File: config.mk
export PLATFORM = sky130hd
export DESIGN_NAME = ifu
export DESIGN_NICKNAME = d
export VERILOG_FILES = /design/src/rtl/ifu_pkg.sv /design/src/rtl/ifu_fifo.sv /design/src/rtl/ifu.sv
export SDC_FILE = /design/constraint.sdc
export NUM_CORES = 1
export LEC_CHECK = 0
export ABC_AREA = 1
export CORE_ASPECT_RATIO = 0.9
export CORE_MARGIN = 1
export CORE_UTILIZATION = 45
export DETAILED_ROUTE_END_ITERATION = 8
export PLACE_DENSITY = 0.72
export SLEW_MARGIN = 10
export SYNTH_ARGS = -nofsm -noshare
export SYNTH_HDL_FRONTEND = slang
export SYNTH_SLANG_ARGS = --single-unit
File: constraint.sdc
create_clock -name clk -period 5.4 [get_ports clk]
set_input_delay 0.54 -clock clk [delete_from_list [all_inputs] [get_ports clk]]
set_output_delay 0.54 -clock clk [all_outputs]
set_load 0.01 [all_outputs]
File: src/rtl/ifu_pkg.sv
// ifu_pkg: pipeline types shared by the fetch unit and the decoder.
package ifu_pkg;

    localparam int XLEN = 32;
    localparam logic [XLEN-1:0] RESET_PC_DEFAULT = '0;

    typedef struct packed {
        logic [31:0]     instr;
        logic [XLEN-1:0] curr_pc;
        logic [XLEN-1:0] next_pc;
    } decode_signals;

    typedef struct packed {
        logic            req;
        logic [XLEN-1:0] addr;
    } imem_req_t;

endpackage

File: src/rtl/ifu_fifo.sv
// ifu_fifo: synchronous FIFO with flush and occupancy count.
// Used by ifu only when IFU_SKID_BUF_EN is defined.
module ifu_fifo
    import ifu_pkg::*;
#(
    parameter int  DEPTH = 2,
    parameter type T     = decode_signals
) (
    input  logic                         clk,
    input  logic                         reset_n,
    input  logic                         flush,
    input  logic                         push,
    input  logic                         pop,
    input  T                             din,
    output T                             dout,
    output logic [$clog2(DEPTH+1)-1:0]   count
);
    localparam int AW = $clog2(DEPTH);
    localparam int CW = $clog2(DEPTH + 1);

    T mem [DEPTH];
    logic [AW-1:0] rd, wr;

    function automatic logic [AW-1:0] inc(input logic [AW-1:0] p);
        return p == AW'(DEPTH - 1) ? '0 : p + AW'(1);
    endfunction

    assign dout = mem[rd];

    always_ff @(posedge clk)
        if (push && !flush) mem[wr] <= din;

    always_ff @(posedge clk or negedge reset_n) begin
        if (!reset_n) begin
            rd    <= '0;
            wr    <= '0;
            count <= '0;
        end else if (flush) begin
            rd    <= '0;
            wr    <= '0;
            count <= '0;
        end else begin
            if (push) wr <= inc(wr);
            if (pop) rd <= inc(rd);
            count <= count + CW'(push) - CW'(pop);
        end
    end

endmodule

File: src/rtl/ifu.sv
// ifu: instruction fetch unit; owns the PC, fetches in order and hands words to decode.
// IFU_SKID_BUF_EN adds a 2-entry skid FIFO allowing 2 outstanding fetches (1 instr/cycle).
module ifu
    import ifu_pkg::*;
#(
    parameter logic [XLEN-1:0] RESET_PC = RESET_PC_DEFAULT
) (
    input  logic            clk,
    input  logic            reset_n,
    output logic            imem_req,
    output logic [XLEN-1:0] imem_addr,
    input  logic            imem_gnt,
    input  logic            imem_rvalid,
    input  logic [31:0]     imem_rdata,
    input  logic            redirect,
    input  logic [XLEN-1:0] redirect_pc,
    output logic            out_valid,
    input  logic            out_ready,
    output decode_signals   signals_out
);
    logic            run, credit, grant, resp, accept, take, nxt_valid, load;
    logic [XLEN-1:0] pc;
    logic [XLEN-1:0] pcq [2];
    logic [1:0]      outstanding, discard;
    decode_signals   word, nxt_sig;
    imem_req_t       fetch;

    // run delays the first request to the cycle after reset release
    assign fetch     = '{req: run && credit && !redirect, addr: pc};
    assign imem_req  = fetch.req;
    assign imem_addr = fetch.addr;

    // responses with nothing outstanding (stale after reset) are ignored
    assign grant  = imem_req && imem_gnt;
    assign resp   = imem_rvalid && outstanding != 2'd0;
    assign accept = resp && discard == 2'd0 && !redirect;
    assign take   = !out_valid || out_ready;
    assign word   = '{instr: imem_rdata, curr_pc: pcq[0], next_pc: pcq[0] + XLEN'(4)};

`ifdef IFU_SKID_BUF_EN
    logic [1:0]    fifo_count;
    logic          fifo_push, fifo_pop;
    decode_signals fifo_head;

    // words bypass the FIFO when it is empty and the output register is free
    assign credit    = outstanding + fifo_count < 2'd2;
    assign fifo_pop  = take && fifo_count != 2'd0;
    assign fifo_push = accept && !(take && fifo_count == 2'd0);
    assign nxt_valid = take ? (fifo_count != 2'd0 || accept) : 1'b1;
    assign nxt_sig   = fifo_count != 2'd0 ? fifo_head : word;
    assign load      = take && nxt_valid;

    ifu_fifo #(.DEPTH(2), .T(decode_signals)) u_fifo (
        .clk     (clk),
        .reset_n (reset_n),
        .flush   (redirect),
        .push    (fifo_push),
        .pop     (fifo_pop),
        .din     (word),
        .dout    (fifo_head),
        .count   (fifo_count)
    );
`else
    assign credit    = outstanding == 2'd0 && take;
    assign nxt_valid = accept || !take;
    assign nxt_sig   = word;
    assign load      = accept;
`endif

    always_ff @(posedge clk or negedge reset_n) begin
        if (!reset_n) begin
            run         <= 1'b0;
            pc          <= RESET_PC;
            outstanding <= '0;
            discard     <= '0;
            out_valid   <= 1'b0;
            signals_out <= '0;
            pcq[0]      <= '0;
            pcq[1]      <= '0;
        end else begin
            run         <= 1'b1;
            pc          <= redirect ? (redirect_pc & ~XLEN'(3)) : grant ? pc + XLEN'(4) : pc;
            outstanding <= outstanding + {1'b0, grant} - {1'b0, resp};
            // every fetch still in flight after a redirect belongs to the wrong path
            discard     <= redirect ? outstanding - {1'b0, resp} :
                           (resp && discard != 2'd0) ? discard - 2'd1 : discard;
            out_valid   <= !redirect && nxt_valid;
            if (load) signals_out <= nxt_sig;
            if (resp) pcq[0] <= pcq[1];
            // a grant implies at most one fetch already in flight
            if (grant) pcq[outstanding[0] & ~resp] <= pc;
        end
    end

endmodule

==> flow_summary.yaml <==
# yosys + openroad results
detailed_routing:
  via_per_inst: 5.00
  routed.top_layer: "met4"
  vias: 8283
layout:
  areaGrowthSynthToFinish_pct: 27.1
  clockBufferCount: 20
  final_cell_area_um2: 11900
  flop_area_um2: 4800
  lay_top_count: "nand2_1"
  comb_share_pct: 31.8
  seq_area_share_pct: 40.2
  n_all_inverters: 123
setup_path:
  slowest_stage: "inv_2"
  worst-endpoint-required_ns: 5.77
  critical_path.top_delay_family: "buffers and inverters"
  arrival_ns: 3.20
  startpoint: "redirect"
  cp_cell_sequence: "clkdlybuf4s50_1 > buf_4 > nor2_1 > nand2_4 > inv_2 > buf_4 > nand2_1 > nand2_1"
clock_tree:
  ctsHoldBuffers: 0
  cts_setup_buffers: 0
grt:
  grt_pass1_wl_mm: 39.4
  use_met3_pct: 4.00
  grt_max_degree: 193
  top_usage_layer: "met1"
place:
  place_hpwl_mm: 16.5
  dp_slack_ns: 2.08
  place.port_buffers: 195
logic_synthesis:
  syn_avg_cell_area_um2: 7.69
  mux_share_pct: 0
  flop_cell: "dfrtp_1"
  synth_cell_type_count: 30
job:
  tool_warnings: 31
floorplan:
  core_util_floorplan_pct: 46.4
  nWellTaps: 255
power_and_ir_drop:
  combPwrFrac_pct: 38.3
  p_leak_nw: 5.63
  pwr-share-clk_pct: 19.7
  internal_power_mw: 3.79
sta:
  finalCritPeriodShare_pct: 52.4
  worst_pin_slew_ns: 1.31
run_status:
  outcome: "complete, no violations"
Fig. 1: signal wires on met1
Supply wires on this layer in grey.
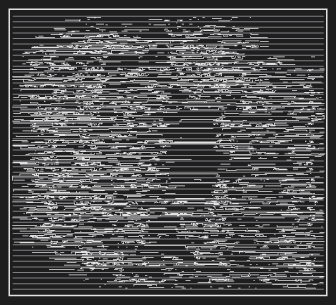
nets with wire on the layer: 1303
share of all routed wire: 49%
main direction: horizontal
longest straight run: 49.2 µm
wire length on this layer: 11800 µm

Fig. 2: met2 routing
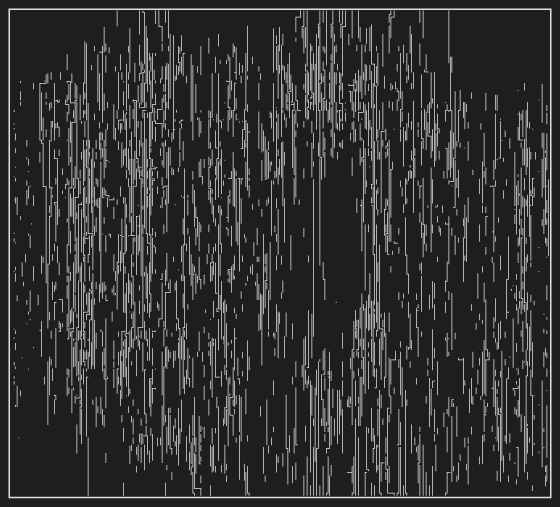
wire length on this layer: 10200 µm
share of all routed wire: 43%
nets with wire on the layer: 1096
longest straight run: 44.9 µm
main direction: vertical

Fig. 3: M3 wires
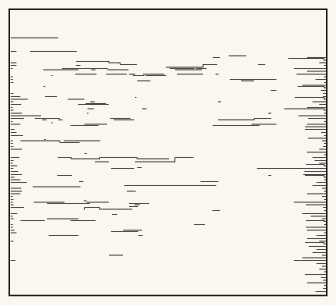
share of all routed wire: 6.6%
nets with wire on the layer: 196
wire length on this layer: 1580 µm
main direction: horizontal
longest straight run: 44.6 µm

Fig. 4: the metal 4 layer
The bar under the picture is 50 µm long. Supply wires on this layer in grey.
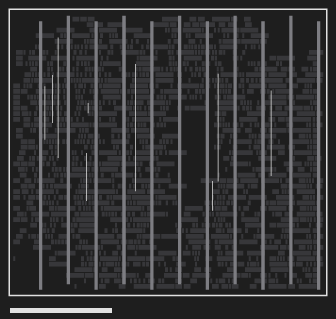
main direction: vertical
share of all routed wire: 1.3%

Fig. 5: clock wiring as the flow saved it
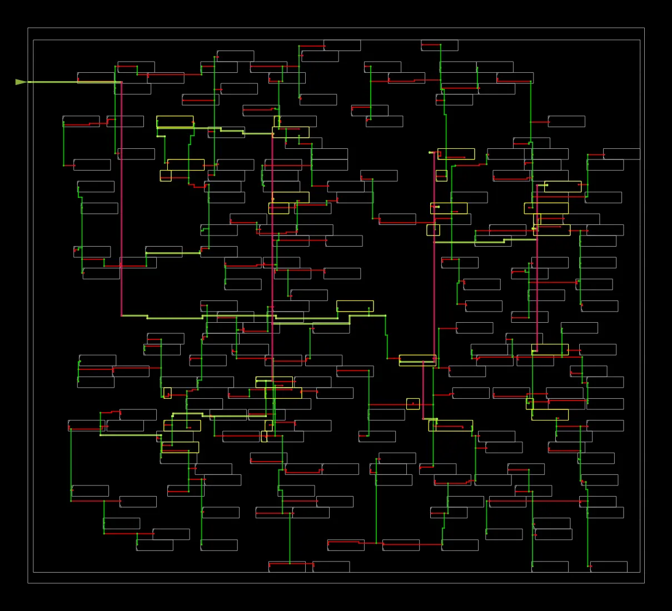
Seq Cell Count: 192
Sink Count: 192
Clock Skew: 0.00740 ns

Power and IR drop assume default switching activity.
